**Run 1: cells by drive strength**

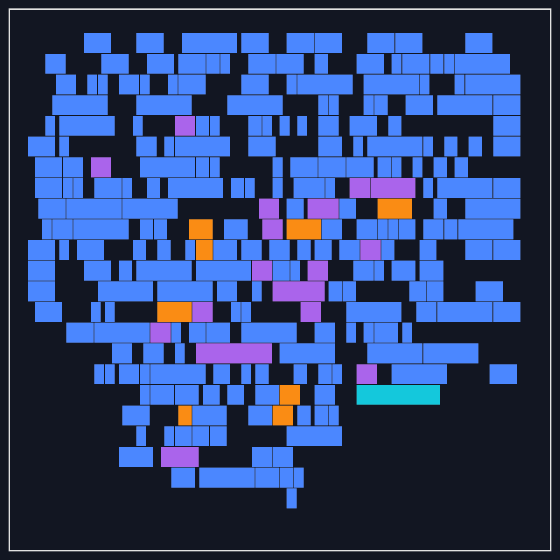
**Run 1: gate-type map**

Scale bar: 20 um.
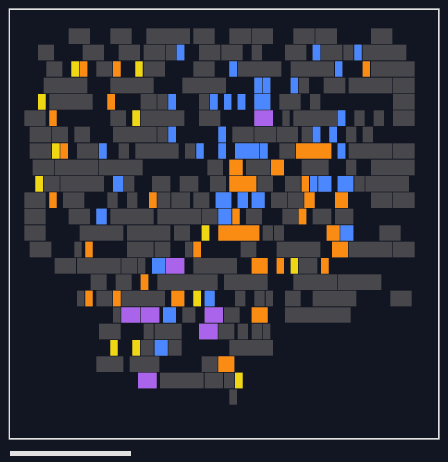
**Run 1: clock network drawn from the DEF**

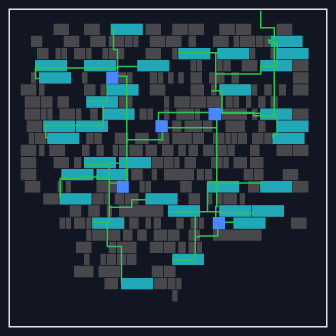
===== src/rtl/reg_cmd_pkg.sv =====
// Shared definitions for the register-command controller.
//   state_t      : controller FSM states
//   *_DEF        : default opcode / error byte values used as parameter defaults
//   TIMER_W      : width of the read-timeout counter (covers TIMEOUT up to 255)
package reg_cmd_pkg;

  typedef enum logic [2:0] {
    IDLE    = 3'd0,
    WR_ADDR = 3'd1,
    WR_DATA = 3'd2,
    RD_ADDR = 3'd3,
    RD_WAIT = 3'd4,
    TX_SEND = 3'd5
  } state_t;

  localparam logic [7:0] WR_CMD_DEF   = 8'hAA;
  localparam logic [7:0] RD_CMD_DEF   = 8'hBB;
  localparam logic [7:0] ERR_BYTE_DEF = 8'hEE;
  localparam int         TIMEOUT_DEF  = 8;
  localparam int         TIMER_W      = 8;

endpackage


===== src/rtl/reg_cmd_timer.sv =====
// Loadable up-counter with a terminal flag, used to bound the wait for read data.
//   CLK      : clock
//   RST      : synchronous active-high reset (count -> 0)
//   load     : load count with load_val (takes priority over counting)
//   load_val : value to load
//   en       : count up by one per cycle; counting stops once term is reached
//   term     : high while count equals LIMIT
module reg_cmd_timer #(
  parameter int CNT_W = 8,
  parameter int LIMIT = 8
) (
  input  logic             CLK,
  input  logic             RST,
  input  logic             load,
  input  logic [CNT_W-1:0] load_val,
  input  logic             en,
  output logic             term
);

  logic [CNT_W-1:0] count_reg;

  assign term = (count_reg == CNT_W'(LIMIT));

  // Holding at LIMIT keeps term asserted instead of wrapping back to zero.
  always_ff @(posedge CLK) begin
    if (RST) begin
      count_reg <= '0;
    end else if (load) begin
      count_reg <= load_val;
    end else if (en && !term) begin
      count_reg <= count_reg + CNT_W'(1);
    end
  end

endmodule


===== src/rtl/reg_cmd_ctrl.sv =====
// Register-file command controller. Parses byte-serial write/read commands from
// the UART receive path, drives single-cycle register-file strobes, and returns
// read data (or an error byte) on the UART transmit path.
//   CLK, RST              : clock, synchronous active-high reset
//   RX_P_DATA, RX_D_VLD   : received byte and its one-cycle valid
//   WrEn, RdEn            : register-file write / read strobes (one cycle each)
//   Address, WrData       : register-file address and write data
//   RdData, RdData_VLD    : register-file read data and its valid
//   TX_P_DATA, TX_D_VLD   : byte to transmit and its one-cycle request
//   TX_Busy               : transmitter busy, holds off TX_D_VLD
//   Busy                  : high while a command is in progress
// Command formats: WR_CMD, addr, data  /  RD_CMD, addr.
// Every output comes straight from a flop.
module reg_cmd_ctrl
  import reg_cmd_pkg::*;
#(
  parameter int               WIDTH    = 8,
  parameter int               ADDR     = 4,
  parameter int               DEPTH    = 16,
  parameter logic [WIDTH-1:0] WR_CMD   = WR_CMD_DEF,
  parameter logic [WIDTH-1:0] RD_CMD   = RD_CMD_DEF,
  parameter logic [WIDTH-1:0] ERR_BYTE = ERR_BYTE_DEF,
  parameter int               TIMEOUT  = TIMEOUT_DEF
) (
  input  logic             CLK,
  input  logic             RST,
  input  logic [WIDTH-1:0] RX_P_DATA,
  input  logic             RX_D_VLD,
  output logic             WrEn,
  output logic             RdEn,
  output logic [ADDR-1:0]  Address,
  output logic [WIDTH-1:0] WrData,
  input  logic [WIDTH-1:0] RdData,
  input  logic             RdData_VLD,
  output logic [WIDTH-1:0] TX_P_DATA,
  output logic             TX_D_VLD,
  input  logic             TX_Busy,
  output logic             Busy
);

  state_t           state_reg, state_next;
  logic             wr_en_reg, wr_en_next;
  logic             rd_en_reg, rd_en_next;
  logic [ADDR-1:0]  address_reg, address_next;
  logic [WIDTH-1:0] wr_data_reg, wr_data_next;
  logic [WIDTH-1:0] tx_data_reg, tx_data_next;
  logic             tx_vld_reg, tx_vld_next;
  logic             busy_reg, busy_next;

  logic addr_ok;
  logic timer_load;
  logic timer_en;
  logic timer_term;

  // Full-byte compare so out-of-range addresses are caught before truncation.
  assign addr_ok = (RX_P_DATA < WIDTH'(DEPTH));

  // The timer is cleared on the edge that raises RdEn, so it reads 0 during the
  // RdEn cycle and counts while the controller waits for read data.
  assign timer_en = (state_reg == RD_WAIT);

  reg_cmd_timer #(
    .CNT_W (TIMER_W),
    .LIMIT (TIMEOUT)
  ) u_timer (
    .CLK      (CLK),
    .RST      (RST),
    .load     (timer_load),
    .load_val ('0),
    .en       (timer_en),
    .term     (timer_term)
  );

  always_comb begin
    state_next   = state_reg;
    wr_en_next   = 1'b0;
    rd_en_next   = 1'b0;
    address_next = address_reg;
    wr_data_next = wr_data_reg;
    tx_data_next = tx_data_reg;
    tx_vld_next  = 1'b0;
    timer_load   = 1'b0;

    case (state_reg)
      IDLE: begin
        if (RX_D_VLD) begin
          if (RX_P_DATA == WR_CMD) begin
            state_next = WR_ADDR;
          end else if (RX_P_DATA == RD_CMD) begin
            state_next = RD_ADDR;
          end
        end
      end

      WR_ADDR: begin
        if (RX_D_VLD) begin
          if (addr_ok) begin
            address_next = RX_P_DATA[ADDR-1:0];
            state_next   = WR_DATA;
          end else begin
            state_next = IDLE;
          end
        end
      end

      WR_DATA: begin
        // Returning to IDLE together with the strobe lets the next opcode land
        // in the WrEn cycle.
        if (RX_D_VLD) begin
          wr_data_next = RX_P_DATA;
          wr_en_next   = 1'b1;
          state_next   = IDLE;
        end
      end

      RD_ADDR: begin
        if (RX_D_VLD) begin
          if (addr_ok) begin
            address_next = RX_P_DATA[ADDR-1:0];
            rd_en_next   = 1'b1;
            timer_load   = 1'b1;
            state_next   = RD_WAIT;
          end else begin
            tx_data_next = ERR_BYTE;
            state_next   = TX_SEND;
          end
        end
      end

      RD_WAIT: begin
        // Data is checked first so it wins a tie with the timeout.
        if (RdData_VLD) begin
          tx_data_next = RdData;
          state_next   = TX_SEND;
        end else if (timer_term) begin
          tx_data_next = ERR_BYTE;
          state_next   = TX_SEND;
        end
      end

      TX_SEND: begin
        if (!TX_Busy) begin
          tx_vld_next = 1'b1;
          state_next  = IDLE;
        end
      end

      default: begin
        state_next = IDLE;
      end
    endcase

    busy_next = (state_next != IDLE);
  end

  always_ff @(posedge CLK) begin
    if (RST) begin
      state_reg   <= IDLE;
      wr_en_reg   <= 1'b0;
      rd_en_reg   <= 1'b0;
      address_reg <= '0;
      wr_data_reg <= '0;
      tx_data_reg <= '0;
      tx_vld_reg  <= 1'b0;
      busy_reg    <= 1'b0;
    end else begin
      state_reg   <= state_next;
      wr_en_reg   <= wr_en_next;
      rd_en_reg   <= rd_en_next;
      address_reg <= address_next;
      wr_data_reg <= wr_data_next;
      tx_data_reg <= tx_data_next;
      tx_vld_reg  <= tx_vld_next;
      busy_reg    <= busy_next;
    end
  end

  assign WrEn      = wr_en_reg;
  assign RdEn      = rd_en_reg;
  assign Address   = address_reg;
  assign WrData    = wr_data_reg;
  assign TX_P_DATA = tx_data_reg;
  assign TX_D_VLD  = tx_vld_reg;
  assign Busy      = busy_reg;

endmodule

===== config.mk =====
export PLATFORM = sky130hd
export DESIGN_NAME = reg_cmd_ctrl
export DESIGN_NICKNAME = d
export VERILOG_FILES = /design/src/rtl/reg_cmd_pkg.sv /design/src/rtl/reg_cmd_timer.sv /design/src/rtl/reg_cmd_ctrl.sv
export SDC_FILE = /design/constraint.sdc
export NUM_CORES = 1
export LEC_CHECK = 0
export CAP_MARGIN = 10
export CORE_MARGIN = 2
export CORE_UTILIZATION = 38
export CTS_BUF_LIST = sky130_fd_sc_hd__clkbuf_4
export DETAILED_ROUTE_END_ITERATION = 7
export PLACE_DENSITY = 0.72
export SETUP_SLACK_MARGIN = 0.02
export SYNTH_ARGS = -nofsm -noshare
export SYNTH_HDL_FRONTEND = slang
export SYNTH_HIERARCHICAL = 1
export SYNTH_SLANG_ARGS = --single-unit

===== constraint.sdc =====
create_clock -name CLK -period 2.9 [get_ports CLK]
set_input_delay 0.87 -clock CLK [delete_from_list [all_inputs] [get_ports CLK]]
set_output_delay 0.87 -clock CLK [all_outputs]
set_load 0.05 [all_outputs]

==> flow_summary.toml, run 1 <==
# flow metrics
[placement]
post-place-ws_ns = 0.169

[global_route]
use_met3 = 0.0385
busiest_layer = "met2"
use_met2 = 0.253

[yosys]
top_cell = "dfxtp_1"
aoi_share = 0.211
ys_area_um2 = 1710
top_cells_by_area = "dfxtp_1, a21oi_1, a211oi_1"
adder_share = 0.0147
yosysWarnings = 6

[route]
drt_wl_total_mm = 3.83
viasPerCell = 5.04
antenna_left = 0

[power]
power_leader = "sequential cells"
powerDensity_nw_per_um2 = 381
p_leak_nw = 0.796

[critical_path]
slowest_stage = "clkdlybuf4s50_1"
critPathKind = "in2reg"
reg2reg_depth = 8
cp-endpoint = "u_timer/count_reg[7]"

[clocking]
cts_tree = "done"
cts_max_level = 2
cts_hold_buf = 0
cts_resized = 0
cts-root-buf = "clkbuf_4"

[sta]
tns_ns = 0
hold_violations = 0

[cells_and_area]
seq_area_frac = 0.304
logic_area_um2 = 926
largest_class = "multi-input combinational cells"

[min_path]
hp-start = "WrData[2]"
hold_end = "WrData[2]"

[run_status]
outcome = "finished clean"
## Picture notes: 'cells by drive strength'
_6 and larger -> cyan  # cells 1, share 0.39%
_3 and _4 cells -> purple  # cells 17, share 6.7%
_0 and _1 cells -> blue  # cells 228, share 90%
_2 cells -> orange  # cells 8, share 3.1%
synth-to-layout area growth: 35.2%
Final Cell Area: 2310 um2
Signal buffers: 51

## Picture notes: 'gate-type map'
NOR gates -> orange  # cells 31, most used nor2_1
XOR/XNOR gates -> purple  # cells 7, most used xnor2_1
NAND gates -> blue  # cells 38, most used nand2_1
inverters -> yellow  # cells 12, most used inv_1

## Picture notes: 'clock network drawn from the DEF'
clock drivers -> blue  # count 5
clock wires -> green  # length 413 um
flip-flops -> cyan  # count 35
routed clock nets = 6

## Run 2: what changed since run 1
Clock period 2.9 ns to 2.4 ns, I/O delays scaled along.
==> run 2 against run 1 <==
Against the previous run:
- sequential power increased by 21%
- sequential cell count unchanged
- critical endpoint is now TX_P_DATA[4]
- first-iteration DRC count increased by 65%
- critical path type is now reg2out
- largest cell class unchanged
==> flow_summary.toml, run 2 <==
# flow metrics
[power]
p_leak_nw = 0.855
powerComb_uw = 78.5
powerDensity_nw_per_um2 = 494
power_leader = "sequential cells"

[yosys]
yosysWarnings = 6
top_cells_by_area = "dfxtp_1, a21oi_1, a211oi_1"
logic_family = "simple AND/OR/NAND/NOR gates"
syn_area_per_cell_um2 = 8.66
adder_share = 0.0147
ys_area_um2 = 1710
synth-edff-count = 0
aoi_share = 0.211

[route]
met1_length_mm = 1.96
viasPerCell = 5.10
drt_wl_total_mm = 4.01
routed-wl-met2_mm = 1.86
antenna_left = 0
wl_met3_um = 174

[min_path]
hold_end = "WrData[3]"

[cells_and_area]
seq_area_frac = 0.291
largest_class = "multi-input combinational cells"
syn_to_final_growth_pct = 41.3
nNonClkBuffers = 61
final_area_um2 = 2410
final_cell_mix = "clkdlybuf4s50_1, dfxtp_1, nand2_1"

[critical_path]
slowest_stage = "clkdlybuf4s50_1"
cp-endpoint = "TX_P_DATA[4]"
reg2reg_depth = 9
rrSetupSlack_ns = 0.21
crit_start = "TX_P_DATA[4]"
startpoint_type = "flip-flop"
critPathKind = "reg2out"

[global_route]
globalRoute.totalOverflow = 0
use_met3 = 0.0456
busiest_layer = "met2"

[clocking]
cts-root-buf = "clkbuf_4"
cts_max_level = 2
cts_hold_buf = 0
cts_tree = "done"

[placement]
globalplace.congestion = 0.854

[sta]
tns_ns = 0
max_freq_ghz = 0.447
hold_violations = 0

[run_status]
outcome = "finished clean"
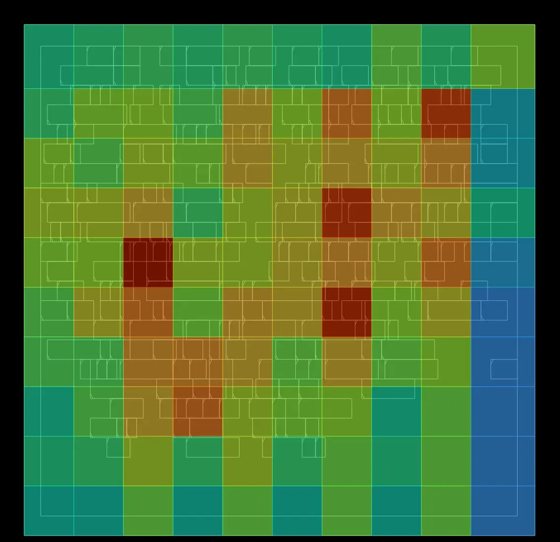
**Above:** run 2 (routing congestion map).
Total GRT Usage: 0.171
met2 Use GR: 0.259
WL per Instance: 12.7 um

Power figures rest on the tool's default switching activity, not on a simulated workload.
